Design game_flow_ctrl_flat, sky130hd; sources not shown.
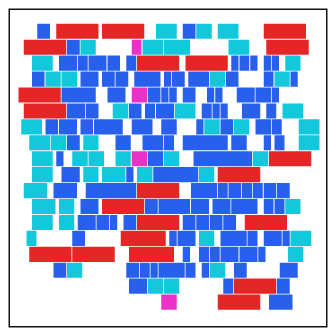
Figure 1: run 1, placement by cell class.
class	color	cells
remaining buffers and delay cells	cyan	49
clock drivers and dummy loads	magenta	4
remaining logic cells	blue	120
sequential cells	red	21
Seq/total area: 23.8%
Rows: 18

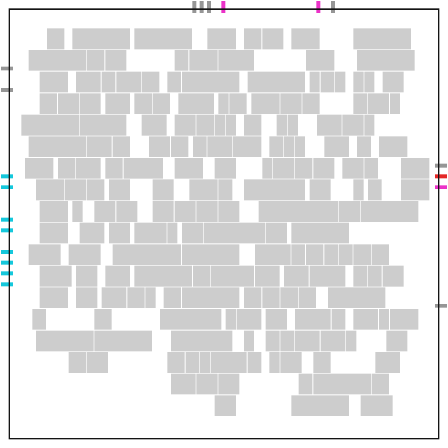
Figure 2: run 1, I/O pins on the die edge.
Pins as bars across the die edge, other pins in gray.
port	color	pins	direction	edge
bus_refresh_done_i	red	1	input	right
bus_outstate_o	magenta	3	output	2 top, 1 right
bus_keycode_i	cyan	8	input	left
all pins by edge	10 left, 6 top, 4 right
die height: 54.0 um
Die W: 54.0 um
port bufs: 19

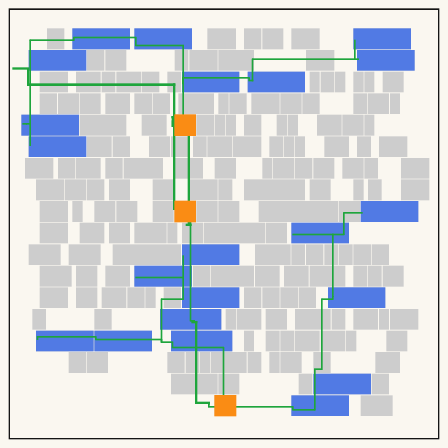
Figure 3: run 1, routed clock nets over the placement.
[clock wires] green | length: 257 um
[flip-flops] blue | count: 21
[clock-net drivers] orange | count: 3
flops lie	all over the die
Clock Power Share: 23.5%
Late-Pin Clk Latency: 0.31 ns
clock group total power: 190 uW

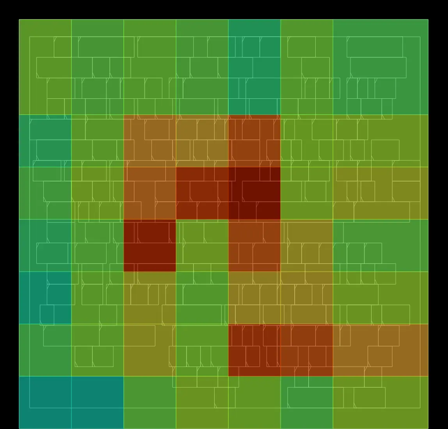
Figure 4: run 1, routing congestion.
met3 GRT Util: 3.39%
routing usage on met2: 38.1%
GR Util All Layers: 22.4%
post-DR wirelength/cell: 13.7 um

==> flow_metrics.tcl, run 1 <==
# yosys + openroad results
set metrics [dict create \
    finalCritPeriodShare_pct 102 \
    antenna_found_initial 0 \
    via_count 1274 \
    io_pins 20 \
    r2r_cells 5 \
    dp_hpwl_um 2350 \
    yosys-stat-area_sq_um 1270 \
    comb_area_sq_um 862 \
    utilization_pct 70.4 \
    post_dp_cell_area_sq_um 1690 \
    fin_ws_ns -0.0521 \
    maxCapViolations 0 \
    path_depth 7 \
    cp_slowest_stage_delay_ns 0.58 \
    lay_top_cells "buf_4, dfxtp_1, clkdlybuf4s50_1" \
    postLayoutCellArea_sq_um 1780 \
    status "complete, but fails checks" \
    tritoncts "done" \
    drive_above_1_share_pct 31.4 \
    vias_per_cell 5.69 \
    violations "setup timing" \
    fin_worst_skew_ns 0.00708 \
    lay_top_count "buf_4" \
    synthCells 147 \
    arrival_ns 2.39 \
    overflow 0 \
    fp_util_pct 50.3 \
    leakagePower_uw 0.000660 \
    r2r_slack_ns 0.06 \
    htreeDepth 1 \
    worst_pin_slew_ns 0.486 \
    grt_setup_unrepaired "yes" \
    cts-root-buf "clkbuf_4" \
    fin_crit_ns 2.19 \
    critical_path_class "input pin to flip-flop" \
    ys_cells 147 \
    finalWirelength_um 3070 \
    register_area_sq_um 423 \
    clkTransAtPathRegs_ns 0.12 \
    start_kind "input pin" \
    grt_max_degree 13 \
    crit_family "simple AND/OR/NAND/NOR gates" \
    antenna_cells 0 \
    ant_nets 0 \
    drt_first_pass_iters 4 \
    required_ns 2.34 \
    log.warning_count 30 \
    area_delta_synth_final_pct 40.0 \
    path_cells "buf_6 > or4_4 > or4b_4 > a2111oi_4 > nor3_2 > o211ai_4 > nor3b_2" \
    fmax_mhz 456 \
    drc 0 \
    postCtsHoldBufs 0 \
    setup_viol 8 \
    synthesis.area_sq_um 1270 \
    slew_viol_final 0 \
    grt_pass1_wl_um 4600 \
    cp_slowest_cell "or4b_4" \
    peakVddDrop_mv 0.434 \
    drt_iter0_markers 28 \
    cp.buffers_inverters 1 \
    cts_buffers 3 \
    final_nets 211 \
    core_sq_um 2520 \
    numSynthFlops 21 \
    critPathCaptureType "flip-flop" \
    ys_seq_share_pct 33.1 \
    cp_max_fo 8 \
    synth_cell_type_count 45 \
    place_congestion 0.835 \
    min_path_type "input pin to flip-flop" \
    chipArea_sq_um 2910 \
    relSlewSlack_pct 67.2 \
    yosys_warnings 0 \
    clockBufferDepth 2 \
    grt_pass1_vias 1113 \
    hold_viol 0 \
    p_per_area_nw_per_um2 454 \
    fp_nets 163 \
    fill_cells 202 \
]
## run 1: report_power, final
part	total (uW)	internal [uW]	leakage, uW	switching, uW
Sequential	422	407	0.000174	15.4
Combinational	194	104	0.000468	90.1
Clock	190	69.9	0.0000177	120
Total	806	581	0.000660	225
## run 1: synthesized netlist by cell type (all sizes together)
cell type / count / area share (%)
a2111oi: 1 / 2.2
a211o: 1 / 0.69
a211oi: 3 / 2.2
a21o: 2 / 1.2
a21oi: 4 / 1.6
a32oi: 1 / 0.69
a41oi: 1 / 0.69
and2: 2 / 0.99
and3: 3 / 1.5
and4: 1 / 0.69
buf: 1 / 0.39
clkbuf: 5 / 1.5
dfxtp: 21 / 33
ha: 2 / 2.0
inv: 2 / 0.59
nand2: 11 / 3.3
nand2b: 1 / 0.49
nand3: 6 / 2.4
nand3b: 1 / 0.59
nand4: 4 / 2.0
nand4b: 2 / 1.4
nor2: 17 / 6.2
nor2b: 10 / 4.9
nor3: 7 / 3.2
nor3b: 3 / 2.2
nor4: 6 / 3.5
nor4b: 1 / 1.2
nor4bb: 1 / 0.79
o2111ai: 1 / 0.69
o211ai: 2 / 2.3
o21ai: 6 / 2.4
o311ai: 1 / 0.69
or3: 1 / 0.49
or4: 2 / 1.5
or4b: 2 / 1.9
xnor2: 5 / 3.5
xor2: 7 / 4.8
## run 1: per-layer routing
layer | track usage (%) | wire length [um] | vias to the layer above
met2 | 38.1 | 1540 | 40
met3 | 3.39 | 148 | 12
met5 | 0 | 0 | -
met1 | 26.3 | 1290 | 590
met4 | 13.2 | 102 | 0
li1 | - | - | 632
## run 1: logic make-up (layout without fill, tap and decap cells)
group / after synthesis / count (layout) / share of synthesized area [%]
adder cells (fa/ha/maj): 2 / 2 / 1.97
AND/OR/NAND/NOR: 81 / 81 / 39.0
AND-OR/OR-AND: 23 / 23 / 15.2
XOR/XNOR: 12 / 12 / 8.28
flip-flops: 21 / 21 / 33.1
buffers and inverters: 8 / 55 / 2.47
## run 1: stage by stage
stage	hold slack (ns)	total power [uW]	setup slack [ns]	TNS, ns	std cells
after floorplan	0.500	519	-0.134	-1.00	147
after global placement	0.565	614	-0.616	-6.76	218
after detailed placement	0.575	618	-0.753	-7.81	218
after CTS	0.400	813	-0.00983	-0.00983	224
after global routing	0.429	848	-0.0556	-0.290	224
final	0.413	806	-0.0521	-0.220	224
## run 1: final cells by class
type	instances	area share, %
repair buffers	49	23.6
flip-flops and latches	21	23.8
clock inverters	1	0.282
multi-input cells	118	48.5
well taps	30	2.11
clock buffers	3	1.27
inverters	2	0.423
## run 1: tightest hold or removal path: cells and delay by family
kind	cells	cell delay (ns)
buf+inv	2	0.16
simple gates	1	0.10
## run 1: what timing repair did
item | 4_1_cts | 5_1_grt
hold endpoints to repair | 0 | 0
pin swaps | 6 | 5
resized | 20 | 8
gates cloned | 0 | 0
setup buffers | 2 | 0
setup endpoints to repair | 12 | 12
Figure 5. Metal layers overlaid (run 1).
Two of the layers only.
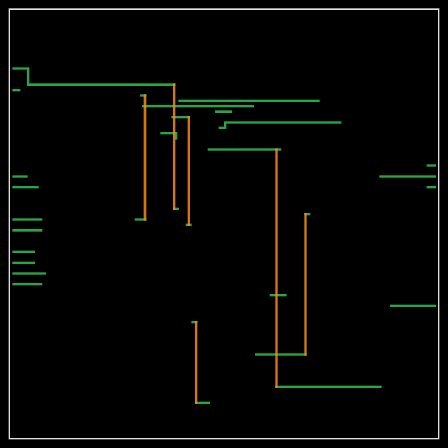

==> run 2, diff against run 1 <==
CAP_MARGIN = not set   (was 25)
RECOVER_POWER = 100   (was not set)
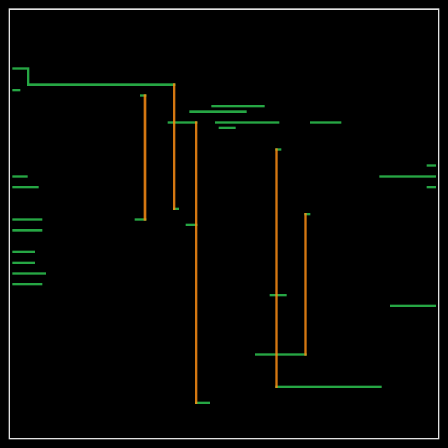
Figure 6: run 2, metal layers overlaid.
Two of the layers only.
layer	color	wire length
M3	green	117 um
M4	orange	114 um
post-DR wirelength/cell: 13.7 um
via total after detailed routing: 1261
WL final: 3070 um

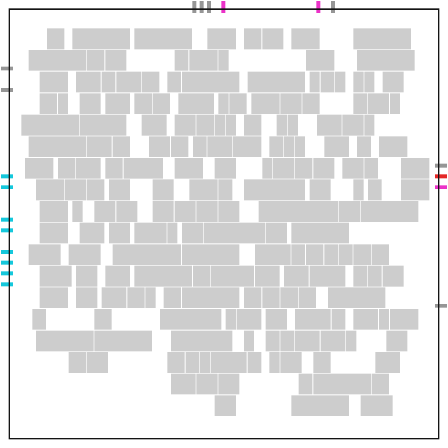
Figure 7: run 2, I/O pins on the die edge.
Pins as bars across the die edge, other pins in gray.
port	color	pins	direction	edge
bus_outstate_o	magenta	3	output	2 top, 1 right
bus_keycode_i	cyan	8	input	left
bus_refresh_done_i	red	1	input	right
all pins by edge	10 left, 6 top, 4 right

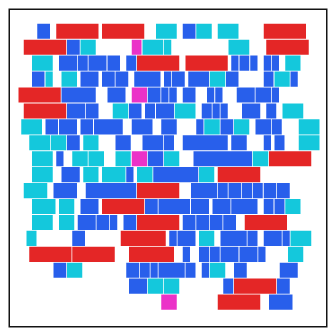
Figure 8: run 2, placement by cell class.
class	color	cells
remaining logic cells	blue	120
remaining buffers and delay cells	cyan	49
sequential cells	red	21
clock drivers and dummy loads	magenta	4
Seq/total area: 24.0%
cell area after layout: 1760 sq um
Core ar.: 2520 sq um
final core utilization: 69.9%

==> run 2 against run 1 <==
Effect of this change:
- the run still ends with setup timing left
- via count shrank 1.0%
- register-to-register slack about the same
- die area unchanged
- critical path depth unchanged
- maximum frequency hardly changed
- synthesized area unchanged
- highest routed layer unchanged
==> flow_metrics.tcl, run 2 <==
# yosys + openroad results
set metrics [dict create \
    status "complete, but fails checks" \
    violations "setup timing" \
    critical_path_class "input pin to flip-flop" \
    ys_seq_share_pct 33.1 \
    htreeDepth 1 \
    tritoncts "done" \
    worst_pin_slew_ns 0.558 \
    async_flop_share_pct 0 \
    synth-main-ff-cell "dfxtp_1" \
    log.warning_count 30 \
    slew_viol_final 0 \
    comb_area_sq_um 862 \
    synth_top_cell_by_count "dfxtp_1" \
    post_dp_cell_area_sq_um 1690 \
    grt_max_degree 13 \
    cts-root-buf "clkbuf_4" \
    overflow 0 \
    critPathCaptureType "flip-flop" \
    fp_util_pct 50.3 \
    common_cells "dfxtp_1, nand2_1, nor2_1" \
    path_cells "buf_6 > or4_4 > or4b_4 > a2111oi_4 > nor3_2 > o211ai_4 > nor3b_2" \
    drt_iter0_markers 28 \
    fill_cells 205 \
    final_nets 211 \
    chipHeight_um 54.0 \
    dieWidth_um 54.0 \
    num_rows 18 \
    required_ns 2.34 \
    finalNonFillerCells 224 \
    placed_cells 218 \
    grt_pass1_vias 1113 \
    grt_setup_unrepaired "yes" \
    finalCritPeriodShare_pct 102 \
    relSlewSlack_pct 62.8 \
    clockBufferDepth 2 \
    dp_hpwl_um 2350 \
    drc 0 \
    area_leaders "dfxtp_1, nor2b_1, xor2_1, xnor2_1, nand2_1" \
    fin_crit_ns 2.19 \
    largest_area_cell "dfxtp_1" \
    fin_worst_skew_ns 0.00702 \
    r2r_cells 5 \
    maxCapViolations 0 \
    ys_cells 147 \
    grt_usage_pct 22.4 \
    r2r_slack_ns 0.06 \
    drive_above_1_share_pct 30.9 \
    clkTransAtPathRegs_ns 0.12 \
    synthesis.area_sq_um 1270 \
    clkLatencyLatePin_ns 0.31 \
    register_area_sq_um 423 \
    start_kind "input pin" \
    cts_buffers 3 \
    ant_nets 0 \
    synth_cell_type_count 45 \
    lay_top_count "buf_4" \
    setup_viol 8 \
    cp_max_fo 8 \
    numSynthFlops 21 \
    arrival_ns 2.39 \
    area_delta_synth_final_pct 39.1 \
    synthCells 147 \
    power.total_uw 802 \
    cp_slowest_stage_delay_ns 0.58 \
    io_buffer_count 19 \
    synth_top_area_share_pct 33.1 \
    hold_viol 0 \
    place_congestion 0.835 \
    min_path_type "input pin to flip-flop" \
    postCtsHoldBufs 0 \
    vias_per_cell 5.63 \
    fin_hold_ws_ns 0.414 \
    lay_top_cells "buf_4, dfxtp_1, nor2_1, nand2_1" \
    cp_slowest_cell "or4b_4" \
    fin_ws_ns -0.0534 \
    peakVddDrop_mv 0.433 \
    fmax_mhz 456 \
    leakagePower_uw 0.000648 \
    yosys_warnings 0 \
    edf_count 0 \
    p_per_area_nw_per_um2 454 \
    fp_nets 163 \
    chipArea_sq_um 2910 \
    grt_pass1_wl_um 4600 \
    drt_first_pass_iters 4 \
    antenna_found_initial 0 \
    io_pins 20 \
]
==> run 2: stage by stage <==
stage | setup slack [ns] | TNS (ns)
finish | -0.0534 | -0.231
global route | -0.0556 | -0.292
detailed placement | -0.753 | -7.81
CTS | -0.00983 | -0.00983
global placement | -0.616 | -6.76
floorplan | -0.134 | -1.00
==> run 2: kinds of logic after synthesis <==
group	share of synthesized area (%)
AND/OR/NAND/NOR	39.0
adder cells (fa/ha/maj)	1.97
XOR/XNOR	8.28
AND-OR/OR-AND	15.2
buffers and inverters	2.47
flip-flops	33.1
==> run 2: final cells by class <==
| class | instances | share of cell area [%] |
|---|---|---|
| multi-input cells | 118 | 48.9 |
| inverters | 2 | 0.426 |
| clock inverters | 1 | 0.284 |
| repair buffers | 49 | 23.0 |
| flip-flops and latches | 21 | 24.0 |
| well taps | 30 | 2.13 |
| clock buffers | 3 | 1.28 |
==> run 2: routing by layer <==
metal	GRT usage, %	vias up	wire, um
li1	-	632	-
met1	26.3	583	1320
met2	38.1	35	1510
met3	3.39	11	117
met4	13.2	0	114
met5	0	-	0
==> run 2: what timing repair did <==
| item | 4_1_cts | 5_1_grt |
|---|---|---|
| resized | 20 | 8 |
| buffers inserted | 2 | 0 |
| pin swaps | 6 | 5 |
| cloned | 0 | 0 |
| endpoints found under the setup margin | 12 | 12 |
| hold endpoints to repair | 0 | 0 |
==> run 2: power by group <==
group / leakage (uW) / internal, uW / switching [uW]
Sequential: 0.000174 / 407 / 15.5
Combinational: 0.000456 / 99.6 / 90.1
Clock: 0.0000177 / 69.9 / 120
==> run 2: critical path, delay by kind of cell <==
family	cells	cell delay, ns
AND-OR/OR-AND	2	0.55
AND/OR/NAND/NOR	4	1.32
buffers and inverters	1	0.09
Power and IR drop assume default switching activity.
